Fig. 1: ports around the boundary
Scale bar: 20 um. Pins as bars across the die edge, other pins in gray.
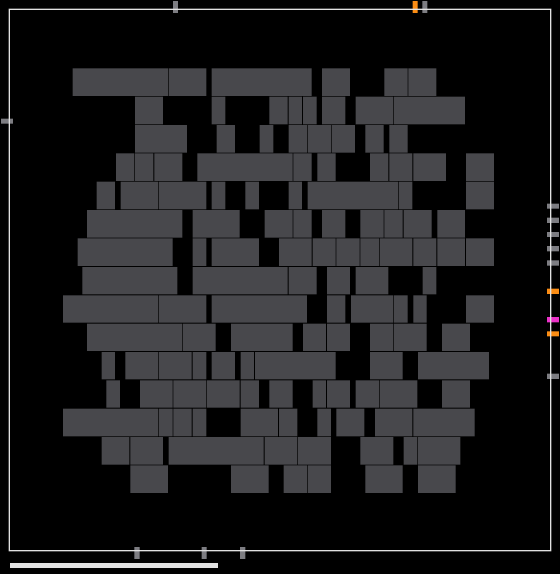
Fig. 2: sequential cells grouped by signal name
Scale bar: 20 um. Other sequential cells in the stronger gray, the rest of the logic in the fainter gray.
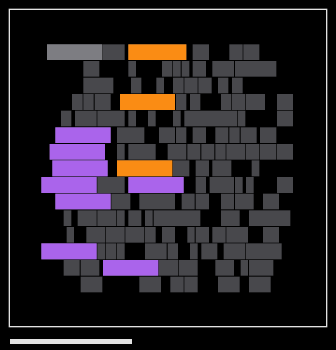
Fig. 3: met1 routing
Scale bar: 20 um.
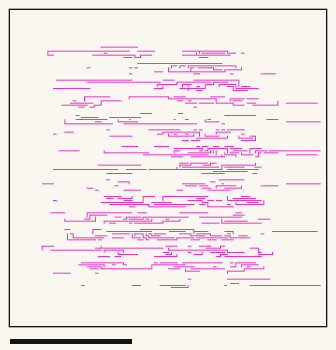
--- src/rtl/tlc_phase_sched.sv ---
// Demand-driven phase scheduler for a main/side intersection with a pedestrian walk phase.
// Durations are counted in effective timebase ticks (tick & !hold).
module tlc_phase_sched #(
  parameter int TW     = 8,
  parameter int G_MIN  = 4,
  parameter int G_MAX  = 8,
  parameter int Y_T    = 2,
  parameter int AR_T   = 1,
  parameter int WALK_T = 3
) (
  input  logic       c,
  input  logic       r_n,
  input  logic       tick,
  input  logic       hold,
  input  logic       car_side,
  input  logic       ped_req,
  output logic [2:0] main_col,
  output logic [2:0] side_col,
  output logic       walk,
  output logic [2:0] phase
);

  typedef enum logic [2:0] {
    S_MG  = 3'd0,
    S_MY  = 3'd1,
    S_AR1 = 3'd2,
    S_SG  = 3'd3,
    S_SY  = 3'd4,
    S_AR2 = 3'd5,
    S_PW  = 3'd6
  } state_t;

  localparam logic [TW-1:0] L_GMIN_END = TW'(G_MIN - 1);
  localparam logic [TW-1:0] L_GMAX_END = TW'(G_MAX - 1);
  localparam logic [TW-1:0] L_Y_END    = TW'(Y_T - 1);
  localparam logic [TW-1:0] L_AR_END   = TW'(AR_T - 1);
  localparam logic [TW-1:0] L_WALK_END = TW'(WALK_T - 1);

  localparam logic [2:0] L_GREEN  = 3'b001;
  localparam logic [2:0] L_YELLOW = 3'b010;
  localparam logic [2:0] L_RED    = 3'b100;

  state_t        r_state;
  state_t        w_next;
  logic [TW-1:0] r_el;
  logic          r_pp;
  logic          w_eff;
  logic          w_change;
  logic          w_min_done;

  assign w_eff      = tick & ~hold;
  assign w_change   = (w_next != r_state);
  assign w_min_done = (r_el >= L_GMIN_END);

  // Transitions happen only on effective ticks; the unused code 7 recovers to MG unconditionally.
  always_comb begin
    w_next = r_state;
    case (r_state)
      S_MG:  if (w_eff && w_min_done && (car_side || r_pp)) w_next = S_MY;
      S_MY:  if (w_eff && (r_el == L_Y_END)) w_next = S_AR1;
      S_AR1: if (w_eff && (r_el == L_AR_END)) w_next = r_pp ? S_PW : S_SG;
      S_SG:  if (w_eff && ((r_el == L_GMAX_END) || (w_min_done && !car_side))) w_next = S_SY;
      S_SY:  if (w_eff && (r_el == L_Y_END)) w_next = S_AR2;
      S_AR2: if (w_eff && (r_el == L_AR_END)) w_next = r_pp ? S_PW : S_MG;
      S_PW:  if (w_eff && (r_el == L_WALK_END)) w_next = car_side ? S_SG : S_MG;
      default: w_next = S_MG;
    endcase
  end

  always_ff @(posedge c or negedge r_n) begin
    if (!r_n) begin
      r_state <= S_MG;
    end else begin
      r_state <= w_next;
    end
  end

  // MG may rest forever without demand, so its count parks at the minimum-green mark.
  always_ff @(posedge c or negedge r_n) begin
    if (!r_n) begin
      r_el <= '0;
    end else if (w_change) begin
      r_el <= '0;
    end else if (w_eff) begin
      if (r_state == S_MG) begin
        if (r_el < L_GMIN_END) r_el <= r_el + TW'(1);
      end else begin
        r_el <= r_el + TW'(1);
      end
    end
  end

  // Entering the walk phase serves the request, even one arriving on that same edge.
  always_ff @(posedge c or negedge r_n) begin
    if (!r_n) begin
      r_pp <= 1'b0;
    end else if (w_change && (w_next == S_PW)) begin
      r_pp <= 1'b0;
    end else if (ped_req) begin
      r_pp <= 1'b1;
    end
  end

  always_comb begin
    main_col = L_RED;
    side_col = L_RED;
    walk     = 1'b0;
    case (r_state)
      S_MG: main_col = L_GREEN;
      S_MY: main_col = L_YELLOW;
      S_SG: side_col = L_GREEN;
      S_SY: side_col = L_YELLOW;
      S_PW: walk     = 1'b1;
      default: ;
    endcase
  end

  assign phase = r_state;

endmodule

--- config.mk ---
export PLATFORM = sky130hd
export DESIGN_NAME = tlc_phase_sched
export DESIGN_NICKNAME = d
export VERILOG_FILES = /design/src/rtl/tlc_phase_sched.sv
export SDC_FILE = /design/constraint.sdc
export NUM_CORES = 1
export LEC_CHECK = 0
export CORE_MARGIN = 5
export CORE_UTILIZATION = 56
export DETAILED_ROUTE_END_ITERATION = 6
export PLACE_DENSITY = 0.89
export SETUP_SLACK_MARGIN = 0.3
export SKIP_CTS_REPAIR_TIMING = 1
export SKIP_LAST_GASP = 1
export SLEW_MARGIN = 20
export SYNTH_ARGS = -nofsm -noshare
export SYNTH_HDL_FRONTEND = slang
export SYNTH_SLANG_ARGS = --single-unit
--- constraint.sdc ---
create_clock -name c -period 3.65 [get_ports c]
set_input_delay 0.73 -clock c [delete_from_list [all_inputs] [get_ports c]]
set_output_delay 0.73 -clock c [all_outputs]
set_load 0.1 [all_outputs]
==> impl_report.txt <==
FLOW METRICS REPORT
----------------------------------------------------
[Route]
  Total iterations of the first detailed-routing run ........................ 4
  Initial drt markers ........................ 19
  Antenna Nets Post-Route ........................ 0
  Average wire per cell in the routed design ........................ 16.5 um
  Vias per Instance ........................ 6.40
  Detailed-route DRC error count ........................ 0

[Logic synthesis]
  Seq/Total Area, Yosys ........................ 30.7%
  Yosys stat area ........................ 978 um^2
  Number of nets in the synthesized netlist ........................ 123
  Flop and latch count out of synthesis ........................ 12
  Proportion of synthesized flip-flops having asynchronous set or reset ........................ 100%
  Cell area after synthesis ........................ 978 um^2
  Avg Cell Area, Syn ........................ 8.66 um^2
  Netlist cell types ........................ 42
  Cells after synthesis ........................ 113
  Total number of yosys warnings ........................ 0
  Most common reg cell ........................ dfrtp_1
  Total cells reported by yosys after synthesis ........................ 113
  Flip-flops with a built-in enable ........................ 0

[Critical path]
  Setup CP Type ........................ primary input to flip-flop
  Register-to-Register Setup Slack ........................ 1.14 ns
  Required @ worst endpoint ........................ 3.79 ns
  Worst Path Max Fanout ........................ 8
  Endpoint of the lowest-slack register-to-register path ........................ r_el[0]
  Path depth of the worst reg2reg path ........................ 7
  Kind of start point of the critical path ........................ primary input
  Critical Path AT ........................ 3.03 ns
  R2r startpoint ........................ r_el[0]
  Source of the critical timing path ........................ hold
  Type of destination of the critical path ........................ flip-flop

[Finish]
  FILL cells ........................ 138
  Logic area ........................ 687 um^2
  Layout overhead on the synthesized area ........................ 21.2%
  Layout cell share with drive strength beyond 1 ........................ 22.0%
  Number of nets in the layout ........................ 138
  # diodes ........................ 0

[GRT]
  Met2 global-route usage ........................ 32.6%
  Most Used Layer, Global Route ........................ met2
  Number of global-route vias before repair ........................ 884
  Wire length of the first global-routing pass ........................ 3.91 mm
  Pin count of the biggest net entering global routing ........................ 20
  Met3 global-route usage ........................ 3.72%
  Final global-route overflow total ........................ 0
  GR Util All Layers ........................ 19.9%
  Number of antenna violations at the first check in global routing ........................ 0

[Floorplanning]
  Die area ........................ 2680 um^2
  Count of pins on the block boundary ........................ 16
  Placement Rows ........................ 15
  FP Util ........................ 57.9%
  Area inside the core boundary ........................ 1690 um^2

[STA]
  Tmin final ........................ 2.89 ns
  Highest Clock Rate ........................ 346 MHz
  Setup repair after global routing missed its margin ........................ no
  Fraction of the cycle the final worst path needs ........................ 79.1%
  Max-Slew Margin vs Limit ........................ 56.0%
  Clock Skews ........................ 0.00130 ns
  Final-layout worst hold slack ........................ 0.632 ns
  Setup TNS ........................ 0 ns
  Pins over their slew limit ........................ 0
  Worst Tran Pin Value ........................ 0.659 ns
  Count of final setup violators ........................ 0
  Hold Vio Cnt, Final ........................ 0

[Placement]
  Estimated wirelength of the detail-placed design ........................ 1.85 mm
  Routability cong. ........................ 0.892

[Min path]
  Worst min-delay path class ........................ flip-flop to flip-flop
  Hold wc startpoint ........................ r_el[7]
  Worst hold path stage count ........................ 2
  Hold EP ........................ r_el[7]

[Run]
  Max-capacitance violation count ........................ 0
  Total number of warnings across the stage logs ........................ 29

[Clock network]
  H-tree level count ........................ 1
  Worst skew pair latency ........................ 0.27 ns
  Number of CTS-inserted buffers ........................ 3
  CTS tree ........................ yes
  Sink Count ........................ 12
  Reg clk slew, reported paths ........................ 0.07 ns
  Cell chosen for the clock root ........................ clkbuf_4
  Number of buffers on the longest clock path ........................ 2

[Power]
  Total power per unit cell area ........................ 893 nW/um^2
  Worst-case vdd ir drop ........................ 473 uV
  Static leakage ........................ 0.000514 uW

[Run status]
  Run status ........................ finished clean

----------------------------------------------------
## Picture notes: Fig. 1
Key: magenta = car_side [pins 1, direction input, edge right]; orange = phase [pins 3, direction output, edge 2 right, 1 top]
Vert. Die Dim: 51.8 um
die width: 51.8 um
count of buffers inserted at the top-level ports: 15

## Picture notes: Fig. 2
Key: orange = phase [sequential cells 3]; purple = r_el [sequential cells 8, where left middle]
Another 1 sequential cells are not colored.
proportion of cell area occupied by registers: 25.4%
final cell utilization of the core: 70.2%
sequential logic power: 259 uW
area taken by flip-flops and latches: 302 um^2

## Picture notes: Fig. 3
The layer carries 1010 um of wire. The wires run mostly horizontal. 123 nets have wire on it. The longest straight run is 13.8 um.
total detailed-routing wirelength: 2.38 mm
via count of the routed design: 922
fraction of met1 tracks used by global routing: 24.1%

power breakdown:
group | total, uW | internal (uW) | switching, uW
Clock | 104 | 60.7 | 43.1
Sequential | 259 | 161 | 97.6
Combinational | 696 | 193 | 504
metal layers:
layer	wire (um)	vias up	part of all wire, %
li1	-	440	-
met1	1010	433	43
met2	1170	38	49
met3	106	11	4.5
met4	90	0	3.8
met5	0	-	0
worst max-delay path by stage:
| stage | end | slack, ns |
|---|---|---|
| detailed placement | r_el[0] | 0.49 |
| finish | r_el[0] | 0.76 |
| global placement | r_el[0] | 0.59 |
| CTS | r_el[0] | 0.78 |
| global route | r_el[0] | 0.65 |
| floorplan | r_el[0] | 0.37 |
flip-flops by register name, indices dropped and copies added, names as in the netlist:
register / cells
r_el: 8
r_pp: 1
phase: 3
layout make-up:
class / count / share of cell area (%)
clock buffers: 4 / 3.06
repair buffers: 15 / 10.5
flip-flops and latches: 12 / 25.4
multi-input cells: 92 / 57.9
well taps: 17 / 1.79
inverters: 4 / 1.27
logic make-up after synthesis:
| logic type | synth area share, % |
|---|---|
| AOI/OAI and AO/OA | 12.0 |
| DFF | 30.7 |
| and+or+nand+nor | 38.6 |
| buffers and inverters | 3.58 |
| xor gates and xnor gates | 7.93 |
| adders and majority gates | 5.12 |
| muxes | 2.05 |
synth_stat cells, types with 2 or more instances:
cell      instances  area share (%)
dfrtp_1          12              31
nor2_1           10             3.8
ha_1              4             5.1
xnor2_1           3             2.7
nand3b_1          3             2.3
nor3b_1           2             1.5
nand3_1           6             3.1
nand2b_1          3             1.9
o21ai_0           4             2.0
a21oi_1           4             2.0
nand2_1           9             3.5
nor3_1            5             2.6
inv_1             4             1.5
and3_1            2             1.3
clkbuf_1          4             1.5
nand4_1           5             3.2
a31oi_1           3             1.9
xor2_1            4             3.6
mux2i_1           2             2.0
nor4b_1           2             1.8
placed cells by master (no fill, tap or decap), types with 4 or more instances in the layout:
cell / count
a21oi_1: 4
buf_4: 10
clkdlybuf4s50_1: 5
dfrtp_1: 11
ha_1: 4
inv_1: 4
nand2_1: 9
nand3_1: 6
nand4_1: 5
nor2_1: 8
nor3_1: 4
o21ai_0: 4
xor2_1: 4
critical path, cell delays in order:
cell             delay (ns)
clkdlybuf4s50_1        0.49
nor4b_4                0.50
nand3_2                0.16
o2bb2ai_1              0.16
or4_4                  0.54
xor2_2                 0.33
nor3_1                 0.11
stage by stage:
stage          setup WS (ns)  area [um^2]  instances  utilization, %  power (uW)
6_report               0.763         1190        144            70.2        1060
5_1_grt                0.650         1190        144            70.2        1110
4_1_cts                0.777         1190        144            70.2        1060
3_5_place_dp           0.489         1150        140            68.1         953
3_3_place_gp           0.586         1150        140            68.1         939
2_1_floorplan          0.366         1020        113               -         821
Power and IR drop assume default switching activity.
